--- src/rtl/popcount_pkg.sv ---
// Shared types and constants for the popcount accelerator.
package popcount_pkg;

  typedef enum logic [2:0] {IDLE, LOAD, COUNT, STORE, DONE} state_t;

  localparam int WORD_W = 32;
  localparam int WCNT_W = 6;

  // Chunk width must divide the word evenly and be a power of two.
  function automatic bit isLegalChunk(input int bits);
    case (bits)
      1, 2, 4, 8, 16, 32: return 1'b1;
      default:            return 1'b0;
    endcase
  endfunction

endpackage

--- src/rtl/popcount_engine_popcnt_chunk.sv ---
// Combinational population count of one CHUNK_BITS-wide slice.
module popcnt_chunk #(
  parameter int CHUNK_BITS = 4,
  parameter int PC_W       = $clog2(CHUNK_BITS + 1)
) (
  input  logic [CHUNK_BITS-1:0] i_bits,
  output logic [PC_W-1:0]       o_count
);

  always_comb begin
    o_count = '0;
    for (int k = 0; k < CHUNK_BITS; k++) begin
      o_count = o_count + PC_W'(i_bits[k]);
    end
  end

endmodule

--- src/rtl/popcount_engine.sv ---
// Memory-mastering bit-count engine: per-word popcounts written to a result
// array, serial CHUNK_BITS per cycle, with a running grand total.
module popcount_engine
  import popcount_pkg::*;
#(
  parameter int CHUNK_BITS = 4,
  parameter int CNT_W      = 7
) (
  input  logic                clk,
  input  logic                reset,
  input  logic                start,
  input  logic [31:0]         src_addr,
  input  logic [31:0]         dst_addr,
  input  logic [CNT_W-1:0]    num_words,
  output logic                busy,
  output logic                done,
  output logic [CNT_W+4:0]    total,
  output logic                mem_we,
  output logic [31:0]         mem_a,
  output logic [31:0]         mem_wd,
  input  logic [31:0]         mem_rd
);

  localparam int NCHUNK = WORD_W / CHUNK_BITS;
  localparam int CC_W   = $clog2(NCHUNK) + 1;
  localparam int PC_W   = $clog2(CHUNK_BITS + 1);
  localparam int TOT_W  = CNT_W + 5;
  localparam int AW     = WORD_W - 2;

  if (!isLegalChunk(CHUNK_BITS)) begin : gBadChunk
    $error("popcount_engine: CHUNK_BITS must be one of 1, 2, 4, 8, 16, 32");
  end

  state_t             r_state;
  logic [AW-1:0]      r_srcW;
  logic [AW-1:0]      r_dstW;
  logic [CNT_W-1:0]   r_numWords;
  logic [CNT_W-1:0]   r_idx;
  logic [WORD_W-1:0]  r_shift;
  logic [WCNT_W-1:0]  r_wordCnt;
  logic [CC_W-1:0]    r_chunkIdx;
  logic [TOT_W-1:0]   r_total;
  logic               r_busy;
  logic               r_done;
  logic               r_memWe;
  logic [31:0]        r_memA;
  logic [31:0]        r_memWd;

  logic [PC_W-1:0]    w_pop;
  logic [WCNT_W-1:0]  w_nextCnt;
  logic [CNT_W-1:0]   w_idxNext;
  logic [31:0]        w_storeA;
  logic [31:0]        w_nextLoadA;
  logic               w_lastChunk;
  logic               w_unusedAddrBits;

  popcnt_chunk #(
    .CHUNK_BITS (CHUNK_BITS),
    .PC_W       (PC_W)
  ) uChunk (
    .i_bits  (r_shift[CHUNK_BITS-1:0]),
    .o_count (w_pop)
  );

  // Addresses are kept as word addresses so the byte offset is always 00.
  assign w_nextCnt        = r_wordCnt + WCNT_W'(w_pop);
  assign w_idxNext        = r_idx + CNT_W'(1);
  assign w_storeA         = {r_dstW + AW'(r_idx), 2'b00};
  assign w_nextLoadA      = {r_srcW + AW'(w_idxNext), 2'b00};
  assign w_lastChunk      = (r_chunkIdx == CC_W'(NCHUNK - 1));
  assign w_unusedAddrBits = ^{src_addr[1:0], dst_addr[1:0]};

  always_ff @(posedge clk) begin
    if (reset) begin
      r_state    <= IDLE;
      r_srcW     <= '0;
      r_dstW     <= '0;
      r_numWords <= '0;
      r_idx      <= '0;
      r_shift    <= '0;
      r_wordCnt  <= '0;
      r_chunkIdx <= '0;
      r_total    <= '0;
      r_busy     <= 1'b0;
      r_done     <= 1'b0;
      r_memWe    <= 1'b0;
      r_memA     <= '0;
      r_memWd    <= '0;
    end else begin
      case (r_state)
        IDLE: begin
          r_memA  <= '0;
          r_memWe <= 1'b0;
          r_memWd <= '0;
          r_done  <= 1'b0;
          if (start) begin
            r_srcW     <= src_addr[31:2];
            r_dstW     <= dst_addr[31:2];
            r_numWords <= num_words;
            r_total    <= '0;
            r_idx      <= '0;
            r_busy     <= 1'b1;
            if (num_words == '0) begin
              r_state <= DONE;
              r_done  <= 1'b1;
            end else begin
              r_state <= LOAD;
              r_memA  <= {src_addr[31:2], 2'b00};
            end
          end
        end

        LOAD: begin
          r_shift    <= mem_rd;
          r_wordCnt  <= '0;
          r_chunkIdx <= '0;
          r_state    <= COUNT;
        end

        COUNT: begin
          r_wordCnt  <= w_nextCnt;
          r_shift    <= r_shift >> CHUNK_BITS;
          r_chunkIdx <= r_chunkIdx + CC_W'(1);
          if (w_lastChunk) begin
            r_state <= STORE;
            r_memWe <= 1'b1;
            r_memA  <= w_storeA;
            r_memWd <= 32'(w_nextCnt);
          end
        end

        STORE: begin
          r_memWe <= 1'b0;
          r_memWd <= '0;
          r_total <= r_total + TOT_W'(r_wordCnt);
          r_idx   <= w_idxNext;
          if (w_idxNext == r_numWords) begin
            r_state <= DONE;
            r_done  <= 1'b1;
            r_memA  <= '0;
          end else begin
            r_state <= LOAD;
            r_memA  <= w_nextLoadA;
          end
        end

        DONE: begin
          r_done  <= 1'b0;
          r_busy  <= 1'b0;
          r_memA  <= '0;
          r_state <= IDLE;
        end

        default: r_state <= IDLE;
      endcase
    end
  end

  // A STORE that coincides with reset must never reach the memory.
  assign mem_we = r_memWe & ~reset;
  assign mem_wd = mem_we ? r_memWd : '0;
  assign mem_a  = r_memA;
  assign busy   = r_busy;
  assign done   = r_done;
  assign total  = r_total;

endmodule

--- config.mk ---
export PLATFORM = sky130hd
export DESIGN_NAME = popcount_engine
export DESIGN_NICKNAME = d
export VERILOG_FILES = /design/src/rtl/popcount_pkg.sv /design/src/rtl/popcount_engine_popcnt_chunk.sv /design/src/rtl/popcount_engine.sv
export SDC_FILE = /design/constraint.sdc
export NUM_CORES = 1
export LEC_CHECK = 0
export CAP_MARGIN = 40
export CELL_PAD_IN_SITES_DETAIL_PLACEMENT = 0
export CELL_PAD_IN_SITES_GLOBAL_PLACEMENT = 2
export CORE_MARGIN = 3
export CORE_UTILIZATION = 32
export DETAILED_ROUTE_END_ITERATION = 8
export PLACE_DENSITY = 0.93
export SETUP_SLACK_MARGIN = 0.02
export SLEW_MARGIN = 20
export SYNTH_ARGS = -nofsm -noshare
export SYNTH_HDL_FRONTEND = slang
export SYNTH_SLANG_ARGS = --single-unit
--- constraint.sdc ---
create_clock -name clk -period 4.6 [get_ports clk]
set_clock_uncertainty 0.1 [all_clocks]
set_input_delay 0.46 -clock clk [delete_from_list [all_inputs] [get_ports clk]]
set_output_delay 0.46 -clock clk [all_outputs]
set_load 0.05 [all_outputs]
==> run summary <==
Implementation numbers.

- In the routed layout, each cell is associated on average with a via count of 5.08.
- The data arrival time of the critical path is 3.68 ns.
- In the synthesized netlist, the cells that appear most often are sky130_fd_sc_hd__nand2_1, sky130_fd_sc_hd__a21oi_1, sky130_fd_sc_hd__dfxtp_1.
- The non-clock buffer share of cell area is 0.142.
- The count of synthesis-stage warnings from yosys is 0.
- For this block, the initial DRC count from the detailed router was 549.
- The number of clock sinks is about 170.
- For met1 alone, demand over resource in global routing was 0.247.
- The number of global-route vias before repair came to approximately 8,000.
- The timing report lists the critical path depth as 11 cells.
- Yosys attributes the largest share of cell area to sky130_fd_sc_hd__dfxtp_1, sky130_fd_sc_hd__a21oi_1, sky130_fd_sc_hd__nand2_1.
- Of the available clock period, the critical path in the final layout requires 0.756.
- The remaining number of nets flagged by the antenna check after routing is 0.
- The wire length recorded after detailed routing is ~28 mm.
- Overall routing resource usage recorded by global route was 0.177.
- The number of cells produced by synthesis is 1,177.
- The number of port buffers is 152.
- The clock slew seen by the registers of the worst setup and hold paths is 0.07 ns.
- Per the OpenROAD power report, switching power amounts to around 1.6 mW.
- The combinational gate power is between 1 and 1.5 mW.
- The script computed the net switching share of total power as 0.363.
- Counting plain and timing-repair buffers in the layout gives roughly 170.
- The worst setup path is captured at a register.
- met3 track demand over resource after global routing is 0.0314.
- The multi-input gate area in the final layout is 5380 sq um.
- Static timing analysis puts the maximum clock frequency at 287 MHz.
- STA lists the maximum fanout along the critical path as 8.
- The number of distinct standard cells referenced by the synthesized netlist is around 71.
- Between the synthesized netlist and the finished layout, the area growth was recorded as 24.9%.
- The post-CTS setup buffer count is 0.
- The length in cells of the worst reg-to-reg path is 11.
- The power report attributes to the clock group a share of 0.329.
- The cell at the root of the clock tree is sky130_fd_sc_hd__clkbuf_16.
- The power report attributes to the sequential group a share of 0.402.
- The cell-mix breakdown from Yosys lists the adder-cell area share as 0.0499.
- The number of cells reported by Yosys stat comes to between 1,000 and 1,500.
- The script extracted a total leakage power of 4.38 nW.
- The floorplan step defined a core boundary enclosing 28,200 sq um.
- The total power draw is 4.33 mW.
- The number of flip-flops in the largest register is 32.
- The launch point of the worst min-delay path is recorded as r_memWd[3].
- After the last flow step, the layout net total stands at around 1,400.
- The endpoint of the worst register-to-register path is mem_a[24].
- The buffer and inverter count on the worst path is 0.
- The iteration tally of the first detailed-router pass is 5.
- The number of failing hold endpoints at the final stage is 0.
- For reference, the post-synthesis area per instance comes to around 8 sq um.
- The floorplan die height is 176 microns.
- Per the finish-stage timing summary, setup violations number 0.
- The power density relative to cell area is about 370 nW/um^2.
- The flow ran to the end, and the final reports show no timing, DRC or antenna violations.
- Yosys reported a register bit count of approximately 170.
- Hold analysis shows the worst path with a depth of 2.
- The number of flops mapped to enable cells by yosys is 0.
- Counting flops per register, the top entry is r_shift.
- For this run, design rule violations remaining after detail routing come to 0.
- The top-level I/O count is roughly 190.
- The cell area after layout is 11,600 sq um.
- The slack of the worst reg-to-reg path is 1.12 ns.
- The global-route wire length before repair is 44.0 mm.
- The top cell types in the final layout, fill and taps aside, are sky130_fd_sc_hd__nand2_1, sky130_fd_sc_hd__a21oi_1, sky130_fd_sc_hd__dfxtp_1, sky130_fd_sc_hd__clkdlybuf4s50_1, sky130_fd_sc_hd__nor2_1.
- Among the non-sequential cells, AND-OR/OR-AND gates take the most area.
- The synthesis area per yosys is 9280 sq um.
- The total negative setup slack is 0 ns.
- Per the TritonCTS log, the buffer count is 17.
- The part of the power in combinational logic is 0.269.
- The parity-gate share of the synthesized area counting xor and xnor cells is 0.0694.
- In the floorplan report the effective utilization is 0.329.
- TritonCTS built the clock tree.
- The final number of max-transition violations is 0.
- Per report_power, the Clock row totals 1.43 mW.
- The layout contains a multi-input combinational cell count of 905.
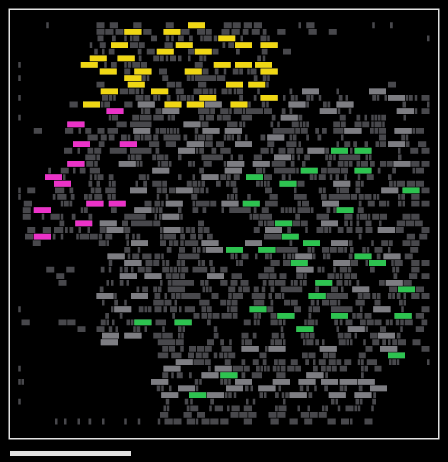
**Above:** register map, names as in the netlist.
Scale bar: 50 microns. Other sequential cells in the stronger grey, the rest of the logic in the fainter grey.
`r_shift` -> yellow  # placed flops 32
`r_srcW` -> green  # placed flops 30
`total` -> magenta  # placed flops 12, where middle left
not coloured = 96

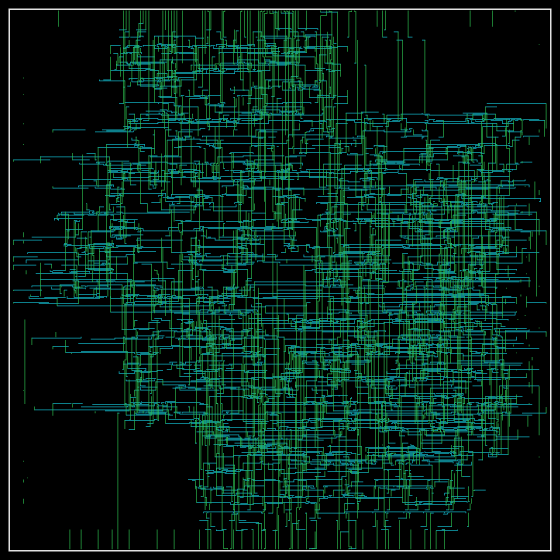
**Above:** signal wires by layer.
Two of the layers only.
metal 1 -> cyan  # wire length 13,400 microns
metal 2 -> green  # wire length 12,900 microns

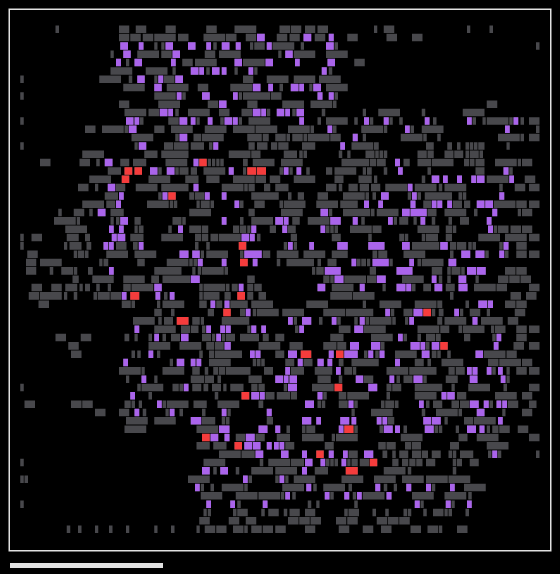
**Above:** gate families picked out.
Scale bar: 50 microns.
non-inverting ao/oa cells -> red  # cells 25
aoi and oai cells -> purple  # cells 325
non-filler instance count after layout: 1,679
fraction of standard cell area in multi-input logic: 0.465
most common logic cell in the routed design: sky130_fd_sc_hd__nand2_1

Power and IR drop assume default switching activity.
